<file path="config.mk">
export PLATFORM = sky130hd
export DESIGN_NAME = neuron_activation
export DESIGN_NICKNAME = d
export VERILOG_FILES = /design/src/rtl/neuron_activation.sv
export SDC_FILE = /design/constraint.sdc
export NUM_CORES = 1
export LEC_CHECK = 0
export ABC_AREA = 1
export CORE_MARGIN = 4
export CORE_UTILIZATION = 30
export CTS_CLUSTER_DIAMETER = 50
export DETAILED_ROUTE_END_ITERATION = 7
export PLACE_DENSITY = 0.53
export SLEW_MARGIN = 25
export SYNTH_ARGS = -nofsm -noshare
export SYNTH_HDL_FRONTEND = slang
export SYNTH_SLANG_ARGS = --single-unit
</file>
<file path="constraint.sdc">
create_clock -name clk -period 8 [get_ports clk]
set_clock_uncertainty 0.05 [all_clocks]
set_input_delay 0.8 -clock clk [delete_from_list [all_inputs] [get_ports clk]]
set_output_delay 0.8 -clock clk [all_outputs]
set_load 0.01 [all_outputs]
</file>
<file path="src/rtl/neuron_activation.sv">
// Activation stage behind the MAC accumulator.
// Takes the dot product as the accumulator delta per vector, adds bias, applies ReLU, shifts, saturates, and buffers two results.
module neuron_activation #(
    parameter int unsigned data_width = 8,
    parameter int unsigned SHIFT      = 4,
    localparam int unsigned ACC_W     = 2 * data_width + 1
) (
    input  logic                  clk,
    input  logic                  reset,
    input  logic [ACC_W-1:0]      acc_in,
    input  logic                  acc_valid,
    input  logic                  acc_last,
    input  logic [ACC_W-1:0]      bias,
    output logic [data_width-1:0] out_data,
    output logic                  out_valid,
    input  logic                  out_ready,
    output logic [15:0]           beat_count,
    output logic                  overrun
);

    localparam int unsigned SUM_W = ACC_W + 1;

    logic [ACC_W-1:0]      base_q, base_d;
    logic [15:0]           beat_q, beat_d;
    logic [SUM_W-1:0]      s1_sum_q, s1_sum_d;
    logic                  s1_valid_q, s1_valid_d;
    logic [data_width-1:0] out_q, out_d;
    logic                  out_valid_q, out_valid_d;
    logic                  overrun_q, overrun_d;

    logic                  end_beat_c;
    logic                  s1_adv_c;
    logic [ACC_W-1:0]      diff_c;
    logic [SUM_W-1:0]      sum_c;
    logic [SUM_W-1:0]      shifted_c;
    logic [data_width-1:0] act_c;

    // Dot product = accumulator delta since the previous vector end, sign-extended one bit before the bias add
    always_comb begin
        end_beat_c = acc_valid & acc_last;
        s1_adv_c   = s1_valid_q & (~out_valid_q | out_ready);
        diff_c     = acc_in - base_q;
        sum_c      = SUM_W'({diff_c[ACC_W-1], diff_c}) + SUM_W'({bias[ACC_W-1], bias});
    end

    // ReLU, shift, then clamp to the unsigned output range
    always_comb begin
        shifted_c = s1_sum_q >> SHIFT;
        act_c     = '0;
        if (!s1_sum_q[SUM_W-1]) begin
            if (|shifted_c[SUM_W-1:data_width]) begin
                act_c = '1;
            end else begin
                act_c = shifted_c[data_width-1:0];
            end
        end
    end

    always_comb begin
        base_d      = base_q;
        beat_d      = beat_q;
        s1_sum_d    = s1_sum_q;
        s1_valid_d  = s1_valid_q;
        out_d       = out_q;
        out_valid_d = out_valid_q;
        overrun_d   = overrun_q;

        if (acc_valid && !acc_last && beat_q != 16'hFFFF) begin
            beat_d = beat_q + 16'd1;
        end

        if (s1_adv_c) begin
            s1_valid_d = 1'b0;
        end

        // Base tracking continues even when the result itself is dropped
        if (end_beat_c) begin
            base_d = acc_in;
            beat_d = '0;
            if (!s1_valid_q || s1_adv_c) begin
                s1_sum_d   = sum_c;
                s1_valid_d = 1'b1;
            end else begin
                overrun_d = 1'b1;
            end
        end

        if (s1_adv_c) begin
            out_d       = act_c;
            out_valid_d = 1'b1;
        end else if (out_ready) begin
            out_valid_d = 1'b0;
        end
    end

    always_ff @(posedge clk or posedge reset) begin
        if (reset) begin
            base_q      <= '0;
            beat_q      <= '0;
            s1_sum_q    <= '0;
            s1_valid_q  <= 1'b0;
            out_q       <= '0;
            out_valid_q <= 1'b0;
            overrun_q   <= 1'b0;
        end else begin
            base_q      <= base_d;
            beat_q      <= beat_d;
            s1_sum_q    <= s1_sum_d;
            s1_valid_q  <= s1_valid_d;
            out_q       <= out_d;
            out_valid_q <= out_valid_d;
            overrun_q   <= overrun_d;
        end
    end

    assign out_data   = out_q;
    assign out_valid  = out_valid_q;
    assign beat_count = beat_q;
    assign overrun    = overrun_q;

endmodule

</file>
Fig. 1: run 1, floorplan with the power grid
Scale bar: 50 um. Pins as bars on the die edge. Tap cells in gray.
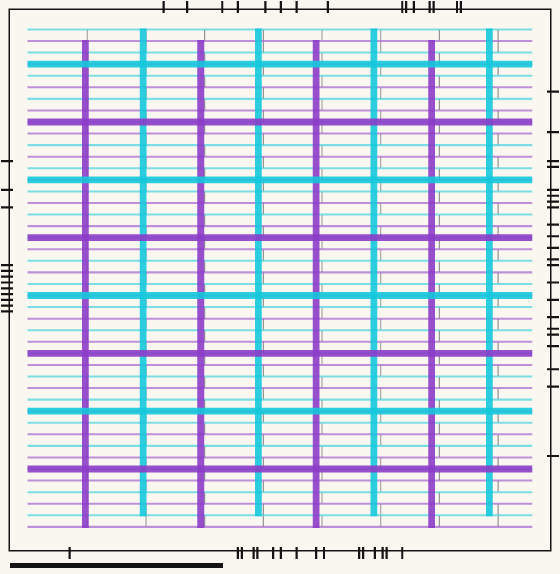
VDD -> cyan
VSS -> purple
rows = 43
tap cells = 180
Chip Height: 127 um
VDD IR max: 0.0969 mV
Die Width: 127 um
core area: 13,900 um2

Fig. 2: run 1, cell placement
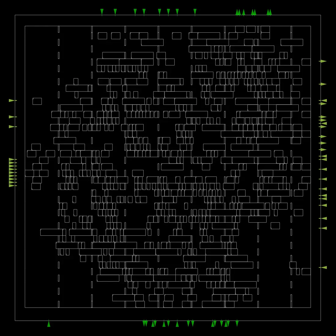
Rows: 43
filler instances: 1,470

==> impl_metrics.env, run 1 <==
# implementation run metrics
export IMPL_ys_area_um2=4250
export IMPL_drt_iter0_markers=224
export IMPL_drc=0
export IMPL_diodes=0
export IMPL_common_cells="nand2_1 (166), inv_1 (70), dfrtp_1 (58)"
export IMPL_cts_tree="done"
export IMPL_cts_hold_buf=0
export IMPL_cts_resized=0
export IMPL_drt_pass1_iterations=4
export IMPL_antenna_found_initial=0
export IMPL_slew_viol_final=0
export IMPL_grt_pass1_vias=3829
export IMPL_ys_flops=58
export IMPL_min_period_ps=3920
export IMPL_grt_pass1_wl_um=18700
export IMPL_area_growth_pct=26.3
export IMPL_top_cell_area_share_pct=34.2
export IMPL_yosys_warnings=0
export IMPL_min_from="s1_sum_q[10]$_DFFE_PP0P_"
export IMPL_path_class="input pin to register"
export IMPL_grt_max_degree=59
export IMPL_worstMarginPinSlew_ps=766
export IMPL_reg2reg_depth=15
export IMPL_drt_wl_total_um=11000
export IMPL_power_leakage_nw=2.53
export IMPL_required_ps=8170
export IMPL_pre_cts_slack_ps=3720
export IMPL_synthCells=594
export IMPL_synth_edff_count=0
export IMPL_grt_setup_unrepaired="false"
export IMPL_cts_made_buffers=9
export IMPL_top_area_cell="dfrtp_1"
export IMPL_post_cts_buffers=0
export IMPL_ant_nets=0
export IMPL_wl_per_cell_um=13.0
export IMPL_clock_fmax_ghz=0.255
export IMPL_most_common_cell="nand2_1"
export IMPL_gp_congestion=0.904
export IMPL_synthesis_nets=667
export IMPL_place_hpwl_um=8720
export IMPL_nNetsFinal=735
export IMPL_vias=3974
export IMPL_drv_cap=0
export IMPL_path_max_fanout=5
export IMPL_hold_viol_final=0
export IMPL_synth_top_flop_cell="dfrtp_1"
export IMPL_power_mw=1.37
export IMPL_grt_usage_pct=14.4
export IMPL_tns_ps=0
export IMPL_fin_ws_ps=4080
export IMPL_gr_total_overflow=0
export IMPL_clock_sinks=58
export IMPL_tool_warnings=26
export IMPL_clkLatencyLatePin_ps=330
export IMPL_startpoint="acc_in[0]"
export IMPL_status="completed"
export IMPL_cts_clk_slew_worst_paths_ps=50
export IMPL_pwr_density_cell_nw_per_um2=255
export IMPL_timing_slew_headroom_pct=48.9
export IMPL_topCellsByArea="dfrtp_1 (34%), nand2_1 (15%), ha_1 (9.7%), inv_1 (6.2%), o21ai_0 (5.8%)"
export IMPL_critPathArrivalTime_ps=4080
export IMPL_fin_crit_sh_pct=49.0
export IMPL_synth_area_um2=4250
export IMPL_die_area_um2=16100
export IMPL_htreeDepth=3
export IMPL_start_kind="input pin"
export IMPL_synth_async_sr_flop_share_pct=100
export IMPL_yosysUniqueCellTypes=34
export IMPL_drive_gt1_share_pct=4.05
export IMPL_via_per_inst=4.70
export IMPL_ys_seq_share_pct=34.2
export IMPL_hold_path_class="register to register"
export IMPL_clock_root_buffer="clkbuf_16"
export IMPL_ys_cells=594
export IMPL_synth_area_per_cell_um2=7.15
export IMPL_cts_path_max_buffers=2
export IMPL_r2r_start="base_q[0]$_DFFE_PP0P_"
export IMPL_hold_path_depth=2
export IMPL_crit_path_end_kind="register"
export IMPL_setup_viol=0
Fig. 3: run 1, wires at chosen ports, followed through buffers
Scale bar: 50 um.
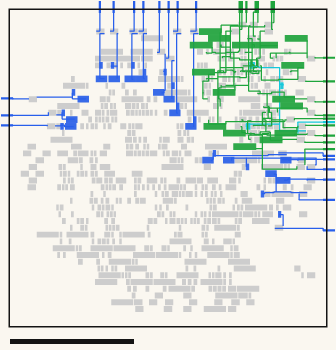
beat_count -> green  # direction output, edge 9 east, 7 north, end cells 16, buffers 16, wire 766 um
acc_in -> blue  # direction input, edge 8 north, 6 east, 3 west, end cells 33, buffers 17, wire 580 um
acc_last -> cyan  # direction input, edge east, end cells 3, buffers 1, wire 78.0 um
Port Buffers: 64
Top Ports: 65

Fig. 4: run 1, placement density heat map
Scale bar: 50 um. The die is cut into 13 by 13 equal tiles; white is low, dark blue is high, 0 to 100% covered.
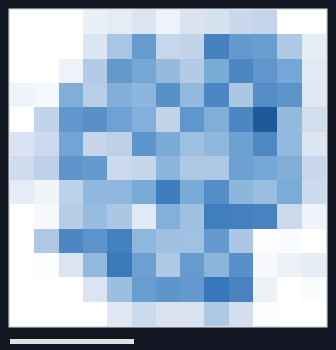
tiles over 75% full = 0.60%
mean over tiles = 32%
emptiest ninth of the die = north-west
Core Util, Final: 38.6%
fp_density: 30.6%

## run 1: power by group
part           internal (mW)  switching [mW]  leakage [nW]  total (mW)
Sequential             0.364          0.0414         0.726       0.406
Combinational          0.240           0.343          1.66       0.583
Clock                  0.247           0.132         0.142       0.379
## run 1: logic make-up after synthesis
logic type / after synthesis / synth area share, %
simple gates: 285 / 28.5
xor+xnor: 25 / 5.16
flops: 58 / 34.2
fa+ha+maj: 34 / 10.2
compound gates: 111 / 14.4
buf+inv: 81 / 7.57
## run 1: state kept, by name, indices dropped and copies added (netlist names)
| name | cells |
|---|---|
| s1_valid_q | 1 |
| out_data | 8 |
| s1_sum_q | 14 |
| overrun | 1 |
| out_valid | 1 |
| beat_count | 16 |
| base_q | 17 |
## run 1: final cells by class
type	instances	area, um2
clock buffers	12	246
clock inverters	3	40.0
fillers	1470	8520
inverters	72	270
multi-input cells	455	2470
flip-flops and latches	58	1450
well taps	180	225
repair buffers	66	656
## run 1: through the flow
| step | cell area [um2] | hold slack [ps] | std cells |
|---|---|---|---|
| after floorplan | 4250 | 399 | 594 |
| after global placement | 5080 | 418 | 831 |
| after detailed placement | 5080 | 420 | 831 |
| after CTS | 5360 | 433 | 846 |
| after global routing | 5360 | 469 | 846 |
| final | 5360 | 431 | 846 |
## run 1: metal layers
layer / share of wire (%) / vias up / GRT usage [%]
met5: 0 / - / 0
met4: 1.5 / 0 / 5.17
met3: 4.0 / 9 / 3.09
met2: 44 / 65 / 21.9
met1: 50 / 1813 / 20.0
li1: - / 2087 / -
## run 1: critical path, stage by stage
cell and delay, ps:
clkdlybuf4s50_1 450, inv_1 50, ha_1 210, fa_1 420
o21ai_0 430, nand3_1 120, nand2_1 150, nand3_1 80
nand2_1 80, xor2_1 210, ha_1 340, a21oi_1 210
o21ai_0 110, a21oi_1 180, nand3_1 100, nand3_1 90
nand2_1 50
## run 1: placed cells by master (no fill, tap or decap), drive strengths merged, types with 6 or more instances in the layout
cell type      count
a21oi             33
clkbuf            12
clkdlybuf4s50     64
dfrtp             58
ha                33
inv               72
nand2            168
nand3             40
nand3b             7
nor2              55
o21ai             53
o21bai             6
o31ai              7
xnor2              6
xor2              19
## run 1: path summary, 6_finish.rpt
check / end / slack (ps)
min in group asynchronous: overrun$_DFFE_PP0P_ / 960
min reg2reg: s1_sum_q[10]$_DFFE_PP0P_ / 430
max: s1_sum_q[17]$_DFFE_PP0P_ / 4080
max reg2reg: s1_sum_q[17]$_DFFE_PP0P_ / 4690
max in group asynchronous: beat_count[8]$_DFFE_PP0P_ / 6430
min: s1_sum_q[10]$_DFFE_PP0P_ / 430
==> inputs of run 2 (changes only) <==
--- a/config.mk
+++ b/config.mk
@@ -10,7 +10,7 @@
 export CORE_UTILIZATION = 30
 export CTS_CLUSTER_DIAMETER = 50
 export DETAILED_ROUTE_END_ITERATION = 7
-export PLACE_DENSITY = 0.53
+export PLACE_DENSITY = 0.55
 export SLEW_MARGIN = 25
 export SYNTH_ARGS = -nofsm -noshare
 export SYNTH_HDL_FRONTEND = slang
==> constraint.sdc (replaced) <==
create_clock -name clk -period 3.1 [get_ports clk]
set_clock_uncertainty 0.05 [all_clocks]
set_input_delay 0.31 -clock clk [delete_from_list [all_inputs] [get_ports clk]]
set_output_delay 0.31 -clock clk [all_outputs]
set_load 0.01 [all_outputs]
Fig. 5: run 2, wires at chosen ports, followed through buffers
Scale bar: 50 um.
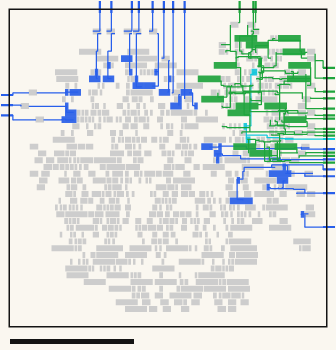
beat_count -> green  # direction output, edge 13 east, 3 north, end cells 16, buffers 16, wire 759 um
acc_last -> cyan  # direction input, edge east, end cells 3, buffers 1, wire 67.3 um
acc_in -> blue  # direction input, edge 8 north, 6 east, 3 west, end cells 33, buffers 18, wire 587 um

==> run 2 against run 1 <==
Final cell count rose by 7.0%. Critical path depth did not move. Synthesized cell count did not move. Synthesized area did not move. First-iteration DRC count fell by 7.1%. Wire length rose by 6.5%. Sequential share of layout area fell by 3.5 points. Cell area rose by 15%. Clock-buffer cell count fell by 1. Register-to-register slack got worse by 4500 ps. Highest routed layer unchanged.
==> impl_metrics.env, run 2 <==
# implementation run metrics
export IMPL_top_cell_area_share_pct=34.2
export IMPL_ys_seq_share_pct=34.2
export IMPL_die_width_um=127
export IMPL_r2r_start="base_q[0]$_DFFE_PP0P_"
export IMPL_topCombFamilyByArea="simple AND/OR/NAND/NOR gates"
export IMPL_power_leakage_nw=2.90
export IMPL_power_internal_mw=2.81
export IMPL_grt_pass1_vias=4179
export IMPL_core_um2=13900
export IMPL_grt_usage_pct=14.6
export IMPL_adder_share_pct=10.2
export IMPL_cts_clk_slew_worst_paths_ps=50
export IMPL_mux_area_share_pct=0
export IMPL_pwr_density_cell_nw_per_um2=708
export IMPL_fin_area_um2=6160
export IMPL_yosys_warnings=0
export IMPL_hold_viol_final=0
export IMPL_fin_ws_ps=149
export IMPL_place_hpwl_um=9020
export IMPL_cts_path_max_buffers=2
export IMPL_timing_slew_headroom_pct=73.5
export IMPL_seqCellArea_um2=1450
export IMPL_ys_flops=58
export IMPL_simple_gate_share_pct=28.5
export IMPL_power_frac_seq_pct=24.1
export IMPL_cts_made_buffers=9
export IMPL_min_from="acc_in[0]"
export IMPL_slew_viol_final=0
export IMPL_vias=4254
export IMPL_regMostFlops="base_q"
export IMPL_gp_congestion=0.868
export IMPL_status="completed"
export IMPL_core_util_floorplan_pct=30.6
export IMPL_die_area_um2=16100
export IMPL_ios=65
export IMPL_comb_area_um2=2730
export IMPL_ys_cells=594
export IMPL_xor_area_share_pct=5.16
export IMPL_diodes=0
export IMPL_common_cells="nand2_1 (166), inv_1 (70), dfrtp_1 (58)"
export IMPL_setup_viol=0
export IMPL_sw_frac_of_total_pct=35.5
export IMPL_ys_area_um2=4250
export IMPL_grt_pass1_wl_um=19100
export IMPL_drt_pass1_iterations=4
export IMPL_yosysUniqueCellTypes=34
export IMPL_area_growth_pct=45.0
export IMPL_synth_area_per_cell_um2=7.15
export IMPL_clock_fmax_ghz=0.339
export IMPL_clkLatencyLatePin_ps=330
export IMPL_path_max_fanout=5
export IMPL_met1_usage_pct=19.1
export IMPL_critPathArrivalTime_ps=3120
export IMPL_lay_top_cells="nand2_1 (149), inv_1 (68), clkdlybuf4s50_1 (62), dfrtp_1 (58), buf_4 (57)"
export IMPL_synthesis_nets=667
export IMPL_synthAoiAreaFrac_pct=14.4
export IMPL_gr_total_overflow=0
export IMPL_drt_wl_total_um=11700
export IMPL_synth_async_sr_flop_share_pct=100
export IMPL_clock_root_buffer="clkbuf_16"
export IMPL_synth_edff_count=0
export IMPL_ant_nets=0
export IMPL_start_kind="register"
export IMPL_most_common_cell="nand2_1"
export IMPL_tool_warnings=27
Fig. 6: run 2, cell placement
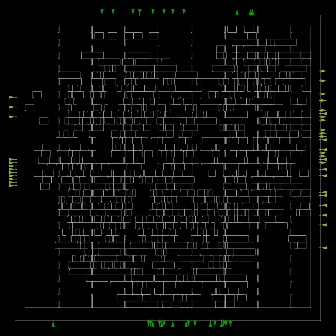
filler instances: 1,399
Core Util, Final: 44.3%
non-filler cells, final: 905
Well Taps: 180

## run 2: power by group through the flow
stage,clock network (mW),logic [mW],registers (mW)
after floorplan,0,1.03,1.06
after global placement,0,1.80,1.05
after detailed placement,0,1.81,1.06
after CTS,1.27,1.85,1.05
after global routing,1.30,2.31,1.08
final,1.24,2.07,1.05
## run 2: through the flow
stage / total power, mW / cells / hold slack, ps / TNS [ps]
floorplan: 2.09 / 594 / 370 / 0
global placement: 2.86 / 882 / 418 / -5030
detailed placement: 2.87 / 882 / 418 / -4120
CTS: 4.17 / 898 / 319 / 0
global route: 4.68 / 905 / 279 / -46.9
finish: 4.36 / 905 / 272 / 0
## run 2: worst max-delay path, stage by stage, from the launching register on
cell,delay [ps]
dfrtp_1,410
ha_4,180
fa_2,390
o21ai_2,140
buf_4,130
buf_6,90
a21o_1,130
nand3_1,70
nand2_1,100
xor2_1,70
ha_1,390
nand2_1,150
nor4_4,190
nand2_1,120
nand2_1,70
nand2_1,40
nand3_1,60
nand2_1,50
## run 2: what timing repair did
item,4_1_cts,5_1_grt
setup endpoints to repair,8,9
pin swaps,5,27
gates resized,8,60
setup buffers,0,7
## run 2: path summary, 6_finish.rpt
| check | endpoint | slack [ps] | cells after the start |
|---|---|---|---|
| setup / recovery | s1_sum_q[16]$_DFFE_PP0P_ | 150 | 17 |
| hold / removal | base_q[0]$_DFFE_PP0P_ | 270 | 3 |
| setup reg to reg | s1_sum_q[16]$_DFFE_PP0P_ | 150 | 17 |
| hold reg to reg | s1_sum_q[11]$_DFFE_PP0P_ | 430 | 2 |
| max in group asynchronous | base_q[8]$_DFFE_PP0P_ | 2430 | 3 |
| min in group asynchronous | base_q[2]$_DFFE_PP0P_ | 310 | 3 |
## run 2: cells by family after synthesis
family,count (synthesis)
fa+ha+maj,34
compound gates,111
simple gates,285
flops,58
buf+inv,81
xor+xnor,25
## run 2: final cells by class
cell class                 count  area share, %
clock buffer                  11           3.94
clock inverter                 5           2.03
inverter                      72           4.39
multi-input combinational    455           44.3
sequential                    58           23.6
tap                          180           3.66
timing repair buffer         124           18.1
## run 2: routing by layer
| metal | wire length (um) | share of wire (%) |
|---|---|---|
| met3 | 473 | 4.0 |
| met2 | 5360 | 46 |
| met1 | 5570 | 48 |
| met5 | 0 | 0 |
| met4 | 284 | 2.4 |
No activity file was given, so power comes from the tool's default toggle rates.
